[config.mk]
export PLATFORM = sky130hd
export DESIGN_NAME = irq_pending_dispatcher
export DESIGN_NICKNAME = d
export VERILOG_FILES = /design/src/rtl/irq_pending_dispatcher.sv
export SDC_FILE = /design/constraint.sdc
export NUM_CORES = 1
export LEC_CHECK = 0
export CORE_ASPECT_RATIO = 0.8
export CORE_MARGIN = 4
export CORE_UTILIZATION = 34
export CTS_CLUSTER_DIAMETER = 120
export DETAILED_ROUTE_END_ITERATION = 10
export PLACE_DENSITY = 0.75
export SLEW_MARGIN = 25
export SYNTH_ARGS = -nofsm -noshare
export SYNTH_HDL_FRONTEND = slang
export SYNTH_SLANG_ARGS = --single-unit
export TNS_END_PERCENT = 5
[constraint.sdc]
create_clock -name clk -period 1.3 [get_ports clk]
set_input_delay 0.26 -clock clk [delete_from_list [all_inputs] [get_ports clk]]
set_output_delay 0.26 -clock clk [all_outputs]
set_load 0.01 [all_outputs]
[src/rtl/irq_pending_dispatcher.sv]
// Interrupt front end: captures request events into a pending register,
// exposes the masked vector to an external priority encoder, and dispatches
// one id at a time to a service unit over a req/ack/done handshake.
module irq_pending_dispatcher #(
    parameter int unsigned N         = 8,
    parameter int unsigned ID_W      = 3,
    parameter int unsigned EDGE_MODE = 1
) (
    input  logic            clk,
    input  logic            rst,
    input  logic [N-1:0]    irq_in,
    input  logic [N-1:0]    irq_mask,
    output logic [N-1:0]    enc_in,
    output logic            enc_en,
    input  logic [ID_W-1:0] enc_out,
    input  logic            enc_valid,
    output logic            srv_req,
    output logic [ID_W-1:0] srv_id,
    input  logic            srv_ack,
    input  logic            srv_done,
    output logic            busy,
    output logic [N-1:0]    pending
);

    localparam int unsigned ST_W = 2;

    typedef enum logic [ST_W-1:0] {
        ST_IDLE    = 2'd0,
        ST_REQ     = 2'd1,
        ST_SERVICE = 2'd2
    } state_e;

    state_e          state_q, state_d;
    logic [N-1:0]    pending_q, pending_d;
    logic [N-1:0]    irq_q;
    logic [N-1:0]    ev;
    logic [N-1:0]    clr;
    logic [ID_W-1:0] srv_id_q, srv_id_d;

    // Event detection: rising edge against last cycle's lines, or plain level.
    always_comb begin
        ev = irq_in;
        if (EDGE_MODE != 0) begin
            ev = irq_in & ~irq_q;
        end
    end

    // Clear mask for the serviced id, only in the cycle done is accepted.
    always_comb begin
        clr = '0;
        if ((state_q == ST_SERVICE) && srv_done) begin
            clr = N'(1) << srv_id_q;
        end
    end

    // Pending update: a new event on a bit being cleared wins.
    always_comb begin
        pending_d = (pending_q & ~clr) | ev;
    end

    // Dispatch FSM next-state and id capture.
    always_comb begin
        state_d  = state_q;
        srv_id_d = srv_id_q;
        unique case (state_q)
            ST_IDLE: begin
                if (enc_valid) begin
                    srv_id_d = enc_out;
                    state_d  = ST_REQ;
                end
            end
            ST_REQ: begin
                if (srv_ack) begin
                    state_d = ST_SERVICE;
                end
            end
            ST_SERVICE: begin
                if (srv_done) begin
                    state_d = ST_IDLE;
                end
            end
            default: begin
                state_d = ST_IDLE;
            end
        endcase
    end

    // State, pending, id and edge-history registers. Edge history resets to
    // all-ones so lines already high at reset release raise no event.
    always_ff @(posedge clk or posedge rst) begin
        if (rst) begin
            state_q   <= ST_IDLE;
            pending_q <= '0;
            srv_id_q  <= '0;
            irq_q     <= '1;
        end else begin
            state_q   <= state_d;
            pending_q <= pending_d;
            srv_id_q  <= srv_id_d;
            irq_q     <= irq_in;
        end
    end

    assign enc_in  = pending_q & irq_mask;
    assign enc_en  = (state_q == ST_IDLE);
    assign srv_req = (state_q == ST_REQ);
    assign busy    = (state_q != ST_IDLE);
    assign srv_id  = srv_id_q;
    assign pending = pending_q;

endmodule
### Pin map

Pins as bars across the die edge, other pins in gray.
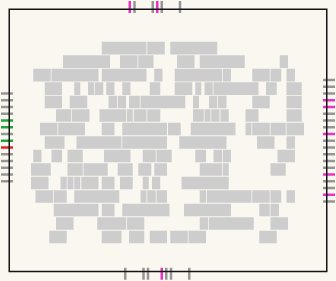
legend:
  `irq_mask`:
    color: magenta
    pins: 8
    direction: input
    edge: 5 east, 2 north, 1 south
  `enc_en`:
    color: red
    pins: 1
    direction: output
    edge: west
  `enc_out`:
    color: green
    pins: 3
    direction: input
    edge: west
all pins by edge: 19 east, 14 west, 7 south, 6 north

### Congestion heat map

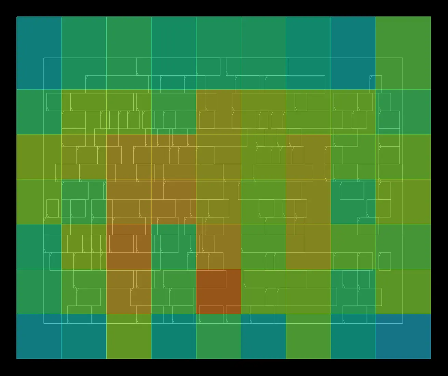
gr busiest metal: met2
gr usage total: 0.132
Avg WL per Cell: 14.2 µm
met2 Use GR: 0.237

### Signal wires by layer

Two of the layers only.
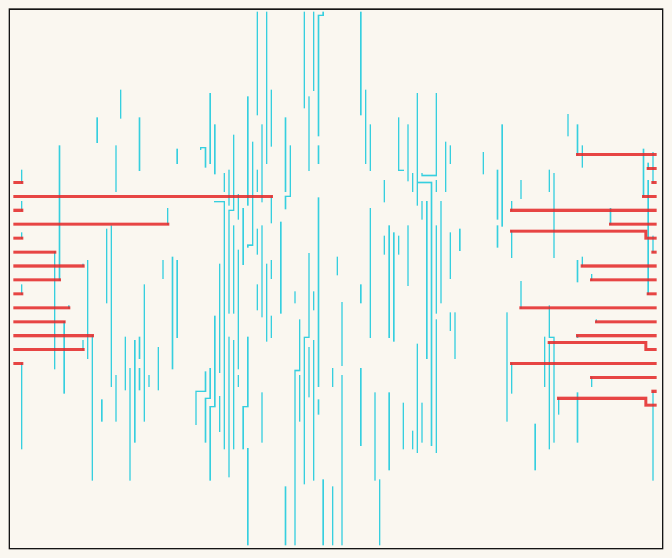
legend:
  M2:
    color: cyan
    wire_length: 1030 µm
  M3:
    color: red
    wire_length: 208 µm

==> notes.md <==
impl run done, here's what came out: status=complete, but fails checks, failing checks=negative setup slack, critical path's slowest cell=dfrtp_1, Startpoint Class=flip-flop, Seq share, synth=0.635, Worst EP arrival=approximately 1.1 ns, family with the most delay on the worst path=flip-flops, Worst-Margin Slew=around 0.27 ns, Post-Place Setup Slack=-0.331 ns, Max-slew headroom=0.823, GP Congestion=0.687, CP Capture Type=output pin, post-synth top area cell=dfrtp_1, Buf/Inv on CP=2, number of distinct library cells after synthesis=18, root buffer selected by CTS=clkbuf_4, initial antenna violation count=0, # IOs=~46, Final Max-Slew Violation Tally=0, Fin Hold WS=0.290 ns, cells after synthesis=around 71, Cell Chain, Critical Path=or2_4 -> inv_4 -> buf_6, routed via count=720, row cnt=15, fp_density=0.374, Clock transition at path regs=around 0.11 ns, Post-DP HPWL=~1700 µm, Final min period=1.39 ns, TritonCTS Buffers=3, top sig layer=met3, layout cells sized above 1=0.318, clk_skew=0.00178 ns, total grt overflow=0, met3 wire len=a little over 200 µm, final wirelength=~2200 µm, Syn Area/Cell=about 12 µm², Latency at later pin=roughly 0.29 ns, clock buffer depth=2, Layout Cells excl Fill=154, Final nets=around 150, asr flop ratio synth=1.00, FMAX=722 MHz, Starting DRT DRC Count=6, WL met2=just over 1000 µm, number of global-route vias before repair=roughly 770, DIE WIDTH=63.7 µm, P_leak=just over 0.6 nW, yosys stat area=roughly 840 µm², top cells by area=dfrtp_1 39%, dfstp_2 25%, o21ai_0 8.3%, TritonCTS clock tree=done, count of library flops with an enable pin=0, PwrDens=between 1000 and 1500 nW/µm², HP Class=in2async, Synthesized registers=21, largest net degree at the start of global routing=22, Final Setup Violations=8, Worst Path Max Fanout=3, Peak VDD IR=between 900 and 1000 µV, CTS Hold Bufs=0, most numerous logic cell after layout=clkdlybuf4s50_1, number of remaining DRC errors=0, Setup WS post-layout=-0.0855 ns, overall power=between 0.0015 and 0.002 W, Vias/cell=between 4 and 5, max-cap check violation count=0, I/O Buffers=about 45, synthesized area=roughly 840 µm², area grow syn2layout=65.3%, M1 WL=between 900 and 1000 µm, post-layout util=0.619, critical path type=reg2out, Cell Area, Placed=~1400 µm², Antenna Cells=0, # Cells Yosys=71, Chip Height=52.5 µm, total die size=between 3000 and 4000 µm²
### Sequential cells colored by netlist name

Other sequential cells in the stronger gray, the rest of the logic in the fainter gray.
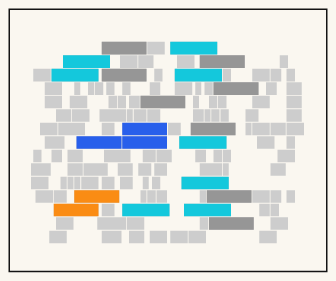
legend:
  `irq_q`:
    color: cyan
    placed_flops: 8
  `state_q`:
    color: orange
    placed_flops: 2
  `srv_id`:
    color: blue
    placed_flops: 3
not colored: 8

### The metal 3 layer

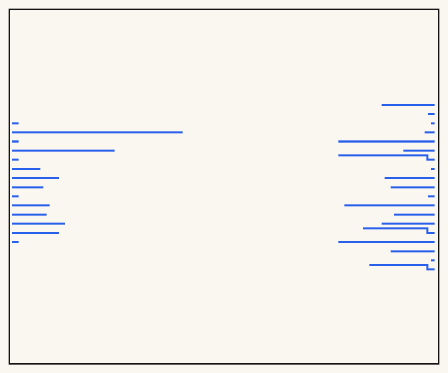
share of all routed wire: 9.5%
wire length on this layer: 208 µm
nets with wire on the layer: 33
longest straight run: 25.1 µm

[cells in the mapped netlist, types with 2 or more instances]
library cell and instances:
dfstp_2 8, o31ai_1 2, mux2_4 3, dfrtp_1 13
inv_1 10, nand2b_1 2, o21ai_0 14, and2_1 8
nor2_1 2
[layout make-up]
class	count	area (µm²)
inverters	11	43.8
well taps	25	31.3
fillers	206	858
flip-flops and latches	21	536
clock buffers	4	26.3
repair buffers	54	470
multi-input cells	39	287
[logic make-up after synthesis]
group,after synthesis,share of synthesized area
flops,21,0.635
simple gates,18,0.139
compound gates,17,0.111
buf+inv,11,0.0490
mux,4,0.0653
[flip-flops by register name, indices dropped and copies added, names as in the netlist]
signal and count:
irq_q 8, pending 8, srv_id 3, state_q 2
[timing repair]
action,4_1_cts,5_1_grt
pin swaps,0,6
resized,56,16
setup buffers,2,1
setup endpoints to repair,25,21
[final timing paths]
kind,cells after the start,to,slack (ns),start
setup / recovery,3,enc_en,-0.09,state_q[1]
hold / removal,3,pending[6],0.29,rst
setup reg to reg,4,pending[4],-0.05,state_q[0]
hold reg to reg,1,pending[5],0.54,irq_q[5]
max in group asynchronous,3,irq_q[1],0.74,rst
min in group clk,1,irq_q[7],0.39,irq_in[7]
[layer usage]
| layer | vias up | track usage |
|---|---|---|
| met5 | - | 0 |
| met4 | 0 | 0.0108 |
| met3 | 0 | 0.0451 |
| met2 | 33 | 0.237 |
| met1 | 338 | 0.160 |
| li1 | 349 | - |
[where the power goes]
part | switching [W] | internal (W) | total [W] | leakage (nW)
clock network | 0.000185 | 0.000119 | 0.000304 | 0.0150
registers | 0.0000651 | 0.000761 | 0.000826 | 0.216
logic | 0.000343 | 0.000484 | 0.000827 | 0.384
total | 0.000593 | 0.00136 | 0.00196 | 0.614
Power is estimated from default activity; no workload was simulated.
